## src/rtl/param_icache.sv

```systemverilog
// Set-associative instruction cache, true-LRU, multi-word block fill.
// Optional hit/miss statistics under ICACHE_STATS_EN.
module param_icache #(
  parameter int WAYS        = 2,
  parameter int SETS        = 8,
  parameter int BLOCK_WORDS = 2,
  parameter int CNT_W       = 32
) (
  input  logic             CLK,
  input  logic             RST,
  input  logic             imemREN,
  input  logic [31:0]      imemaddr,
  input  logic             iflush,
  output logic             ihit,
  output logic [31:0]      imemload,
  output logic             iREN,
  output logic [31:0]      iaddr,
  input  logic             iwait,
  input  logic [31:0]      iload,
  output logic [CNT_W-1:0] hit_count,
  output logic [CNT_W-1:0] miss_count
);

  localparam int OB = $clog2(BLOCK_WORDS);
  localparam int OW = (OB > 0) ? OB : 1;
  localparam int IB = $clog2(SETS);
  localparam int TW = 30 - OB - IB;
  localparam int AW = (WAYS > 1) ? $clog2(WAYS) : 1;
  localparam logic [OW-1:0] KLAST = OW'(BLOCK_WORDS - 1);

  typedef enum logic {IDLE, FILL} state_t;
  typedef logic [WAYS-1:0][AW-1:0] ages_t;

  state_t            state;
  logic [WAYS-1:0]   valid [SETS];
  logic [TW-1:0]     tags  [SETS][WAYS];
  ages_t             age   [SETS];
  logic [31:0]       data  [SETS][WAYS][BLOCK_WORDS];

  logic [IB-1:0]     fset;
  logic [AW-1:0]     fway;
  logic [TW-1:0]     ftag;
  logic [OW-1:0]     k;

  logic [IB-1:0]     idx;
  logic [TW-1:0]     tag;
  logic [OW-1:0]     off;
  logic              hit_any;
  logic [AW-1:0]     hit_way;
  logic [AW-1:0]     vic;
  logic              miss_start;
  logic              unused_ok;

  assign idx       = imemaddr[2+OB +: IB];
  assign tag       = imemaddr[31 -: TW];
  assign unused_ok = ^imemaddr[1:0];

  if (OB > 0) begin : g_off
    assign off = imemaddr[2 +: OW];
  end else begin : g_nooff
    assign off = '0;
  end

  function automatic ages_t age_init();
    ages_t r;
    for (int i = 0; i < WAYS; i++)
      r[i] = AW'(i);
    return r;
  endfunction

  // Ways younger than the touched one age by one; touched way becomes MRU.
  function automatic ages_t lru_upd(
    input ages_t a,
    input logic [AW-1:0] w
  );
    ages_t r;
    r = a;
    for (int j = 0; j < WAYS; j++)
      if (a[j] < a[w])
        r[j] = a[j] + AW'(1);
    r[w] = '0;
    return r;
  endfunction

  always_comb begin
    hit_any = 1'b0;
    hit_way = '0;
    for (int w = 0; w < WAYS; w++)
      if (valid[idx][w] && tags[idx][w] == tag) begin
        hit_any = 1'b1;
        hit_way = AW'(w);
      end
  end

  always_comb begin
    vic = '0;
    for (int w = 0; w < WAYS; w++)
      if (age[idx][w] == AW'(WAYS - 1))
        vic = AW'(w);
    for (int w = WAYS - 1; w >= 0; w--)
      if (!valid[idx][w])
        vic = AW'(w);
  end

  assign ihit = (state == IDLE) && imemREN
             && !iflush && hit_any;
  assign imemload = ihit ? data[idx][hit_way][off]
                         : 32'h0;
  assign miss_start = (state == IDLE) && imemREN
                   && !iflush && !hit_any;

  always_ff @(posedge CLK or posedge RST) begin
    if (RST) begin
      state <= IDLE;
      iREN  <= 1'b0;
      iaddr <= '0;
      fset  <= '0;
      fway  <= '0;
      ftag  <= '0;
      k     <= '0;
      for (int s = 0; s < SETS; s++) begin
        valid[s] <= '0;
        age[s]   <= age_init();
      end
    end else if (iflush) begin
      state <= IDLE;
      iREN  <= 1'b0;
      for (int s = 0; s < SETS; s++) begin
        valid[s] <= '0;
        age[s]   <= age_init();
      end
    end else begin
      unique case (state)
        IDLE: begin
          if (imemREN && hit_any) begin
            age[idx] <= lru_upd(age[idx], hit_way);
          end else if (miss_start) begin
            state <= FILL;
            iREN  <= 1'b1;
            iaddr <= {imemaddr[31:2+OB],
                      {(OB+2){1'b0}}};
            fset  <= idx;
            fway  <= vic;
            ftag  <= tag;
            k     <= '0;
          end
        end
        FILL: begin
          if (!iwait) begin
            if (k == KLAST) begin
              valid[fset][fway] <= 1'b1;
              age[fset] <= lru_upd(age[fset], fway);
              state <= IDLE;
              iREN  <= 1'b0;
            end else begin
              k     <= k + OW'(1);
              iaddr <= iaddr + 32'd4;
            end
          end
        end
        default: state <= IDLE;
      endcase
    end
  end

  // Storage arrays need no reset; only valid bits gate their use.
  always_ff @(posedge CLK) begin
    if (state == FILL && !iwait && !iflush) begin
      data[fset][fway][k] <= iload;
      if (k == KLAST)
        tags[fset][fway] <= ftag;
    end
  end

`ifdef ICACHE_STATS_EN
  always_ff @(posedge CLK or posedge RST) begin
    if (RST) begin
      hit_count  <= '0;
      miss_count <= '0;
    end else begin
      if (ihit && !(&hit_count))
        hit_count <= hit_count + CNT_W'(1);
      if (miss_start && !(&miss_count))
        miss_count <= miss_count + CNT_W'(1);
    end
  end
`else
  assign hit_count  = '0;
  assign miss_count = '0;
`endif

endmodule

```

## config.mk

```make
export PLATFORM = sky130hd
export DESIGN_NAME = param_icache
export DESIGN_NICKNAME = d
export VERILOG_FILES = /design/src/rtl/param_icache.sv
export SDC_FILE = /design/constraint.sdc
export NUM_CORES = 2
export LEC_CHECK = 0
export ABC_CLOCK_PERIOD_IN_PS = 6700
export CAP_MARGIN = 20
export CELL_PAD_IN_SITES_DETAIL_PLACEMENT = 1
export CELL_PAD_IN_SITES_GLOBAL_PLACEMENT = 1
export CORE_ASPECT_RATIO = 1.5
export CORE_MARGIN = 5
export CORE_UTILIZATION = 45
export DETAILED_ROUTE_END_ITERATION = 8
export GPL_ROUTABILITY_DRIVEN = 0
export HOLD_SLACK_MARGIN = 0.1
export PLACE_DENSITY_LB_ADDON = 0.1
export SYNTH_ARGS = -nofsm -noshare
export SYNTH_HDL_FRONTEND = slang
export SYNTH_SLANG_ARGS = --single-unit
```

## constraint.sdc

```tcl
create_clock -name CLK -period 6.7 [get_ports CLK]
set_clock_uncertainty 0.2 [all_clocks]
set_input_delay 0.67 -clock CLK [delete_from_list [all_inputs] [get_ports CLK]]
set_output_delay 0.67 -clock CLK [all_outputs]
set_load 0.1 [all_outputs]
```

==> flow_metrics.env <==
# implementation run metrics
export IMPL_status="complete, no violations"
export IMPL_cp_required_ns=5.83
export IMPL_totalWireLength_um=190000
export IMPL_route_detailed_drc=0
export IMPL_cap_viol_max_count=0
export IMPL_vias=34300
export IMPL_yosysTopAreaCellShare_pct=72.5
export IMPL_critPathLaunchType="input pin"
export IMPL_pwr_density_cell_nw_per_um2=312
export IMPL_ys_top_cells_by_count="edfxtp_1, o22ai_1, nor2_1"
export IMPL_hold_viol=0
export IMPL_area_growth_pct=15.7
export IMPL_dp_slack_ns=0.451
export IMPL_pg_seq_mw=11.1
export IMPL_fmax_ghz=0.162
export IMPL_finalSetupTns_ns=0
export IMPL_synth_xor_area_share_pct=0.588
export IMPL_reg2reg_to="data[6][13]"
export IMPL_top_area_cell="edfxtp_1"
export IMPL_rsz0062_at_grt="no"
export IMPL_firstDrtPassIters=5
export IMPL_grt_pass1_vias=36400
export IMPL_ys_warn_count=0
export IMPL_cts_buffers_inserted=146
export IMPL_cts_root_buf="clkbuf_16"
export IMPL_mux_share_pct=8.70
export IMPL_async_flop_share_pct=6.19
export IMPL_crit_arrival_ns=5.31
export IMPL_relSlewSlack_pct=23.2
export IMPL_postSynthAreaPerCell_sq_um=17.5
export IMPL_fin_nets=3713
export IMPL_maxPowerGroup="registers"
export IMPL_vias_per_cell=6.23
export IMPL_ys_sh_simple_pct=4.07
export IMPL_most_common_layout_cells="edfxtp_1, o22ai_1, mux2i_1"
export IMPL_syn_cell_area_sq_um=59600
export IMPL_top_cell="edfxtp_1"
export IMPL_r2r_start="state"
export IMPL_numSynthFlops=1535
export IMPL_synthCells=3411
export IMPL_crit_slowest_cell="mux4_2"
export IMPL_grt_max_degree=70
export IMPL_top_logic_kind="multiplexers"
export IMPL_worst_setup_path_type="in2out"
export IMPL_place_inst=5216
export IMPL_flop_cell="edfxtp_1"
export IMPL_die_h_um=456
export IMPL_postCtsResizedCells=0
export IMPL_gr_total_overflow=0
export IMPL_wl_per_cell_um=34.5
export IMPL_ir_drop_mv=0.269
export IMPL_crit_path_max_incr_delay_ns=0.59
export IMPL_crit_chain="buf_6 > buf_4 > mux4_2 > mux2i_1 > xnor2_1 > a21oi_1 > nand4_1 > nor4_4 > buf_12 > buf_4 > mux4_2 > and3_1 > buf_12"
export IMPL_p_switching_mw=5.56
export IMPL_synth_seq_share_pct=76.5
export IMPL_clk_path_buf_depth=3
export IMPL_final_common_cell="edfxtp_1"
export IMPL_r2r_setup_slack_ns=1.79
export IMPL_grt_pass1_wl_um=269000
export IMPL_internal_power_mw=16.0
export IMPL_place_area_sq_um=64000
export IMPL_cp_depth=13
export IMPL_num_rows=163
export IMPL_combinationalPower_mw=2.17
export IMPL_cts_tree="yes"
export IMPL_power_frac_comb_pct=10.1
export IMPL_hold_slack_ns=0.128
export IMPL_ys_cells=3411
export IMPL_ys_area_sq_um=59600
export IMPL_die_w_um=307
export IMPL_sequentialPowerShare_pct=51.7
export IMPL_clkSinkCount=1535
export IMPL_cts_hold_buf=0
export IMPL_leakagePower_nw=22.7
export IMPL_finalSetupViolCount=0
export IMPL_min_period_ns=6.18
export IMPL_area_leaders="edfxtp_1, mux4_2, dfrtp_1"
export IMPL_worstSetupEndpointType="primary output"
[area by class of cell]
cell class,count,area (sq um)
Clock inverter,82,758
Tap cell,1732,2170
Sequential cell,1535,45600
Multi-Input combinational cell,1647,13200
Inverter,22,85.1
Fill cell,12000,62600
Antenna cell,1,2.50
Clock buffer,185,3950
Timing Repair Buffer,291,3190
[layer usage]
layer  part of all wire, %  up-vias  track usage, %  wire [um]
met1                    37    18300            32.1      70300
met5                     0        -               0          0
li1                      -    14200               -          -
met2                    54     1359            48.4     102000
met4                   4.2        0            10.3       8050
met3                   5.2      338            3.49       9890
[registers in the layout, summed over array words and instances (netlist names), 3 cells and up]
name,cells
age,16
fset,3
valid,16
data,1024
iaddr,30
tags,416
ftag,26
==> images/layer_met4.png <==
Drawn at 1 px/um. Supply wires on this layer in grey.
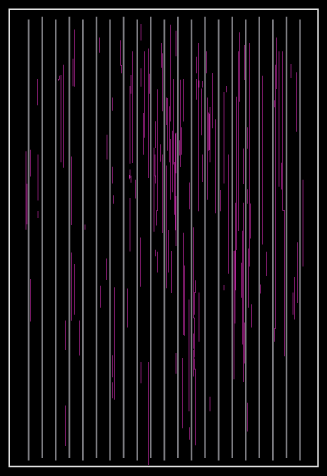
share of all routed wire: 4.2%
main direction: vertical
wire length on this layer: 8050 um
nets with wire on the layer: 92

==> images/clk_routes.png <==
Drawn at 1 px/um.
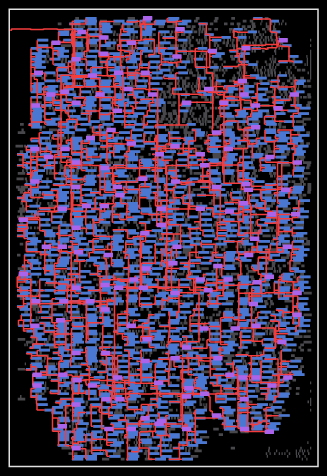
[blue] flip-flops | count: 1535
[red] clock wires | length: 17800 um
[purple] clock drivers | count: 146
flops lie: widely spread

==> images/congestion.png <==
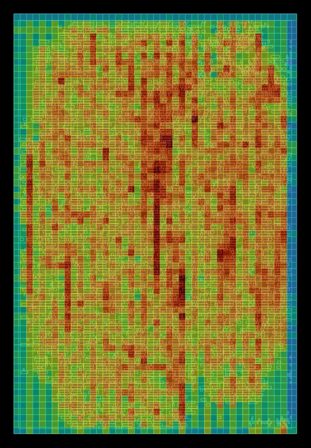
met1 track demand over resource: 32.1%
busiest grt layer: met2
post-layout util: 52.4%
gr usage total: 26.6%
met3 Usage GRT: 3.49%

==> images/io_fan.png <==
Drawn at 1 px/um.
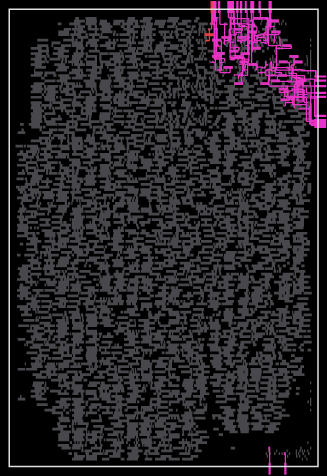
| colour | port | bits | direction | end cells | wire |
|---|---|---|---|---|---|
| magenta | `iaddr` | 32 | output | 32 | 2460 um |
| red | `iREN` | 1 | output | 1 | 38.9 um |
I/O Buffers: 130
Top Ports: 199

==> images/cell_density.png <==
15 x 23 tiles, from dark blue (low) to red (high), 0 to 100% covered.
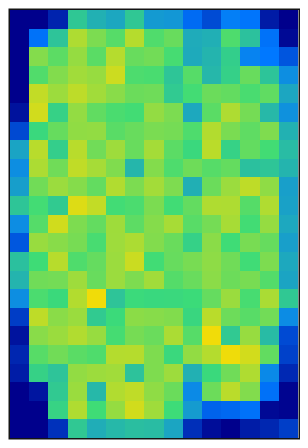
nearly empty tiles: 4.9%
fullest tile: 73%
mean over tiles: 48%
core area: 132000 sq um
fp util: 45.3%

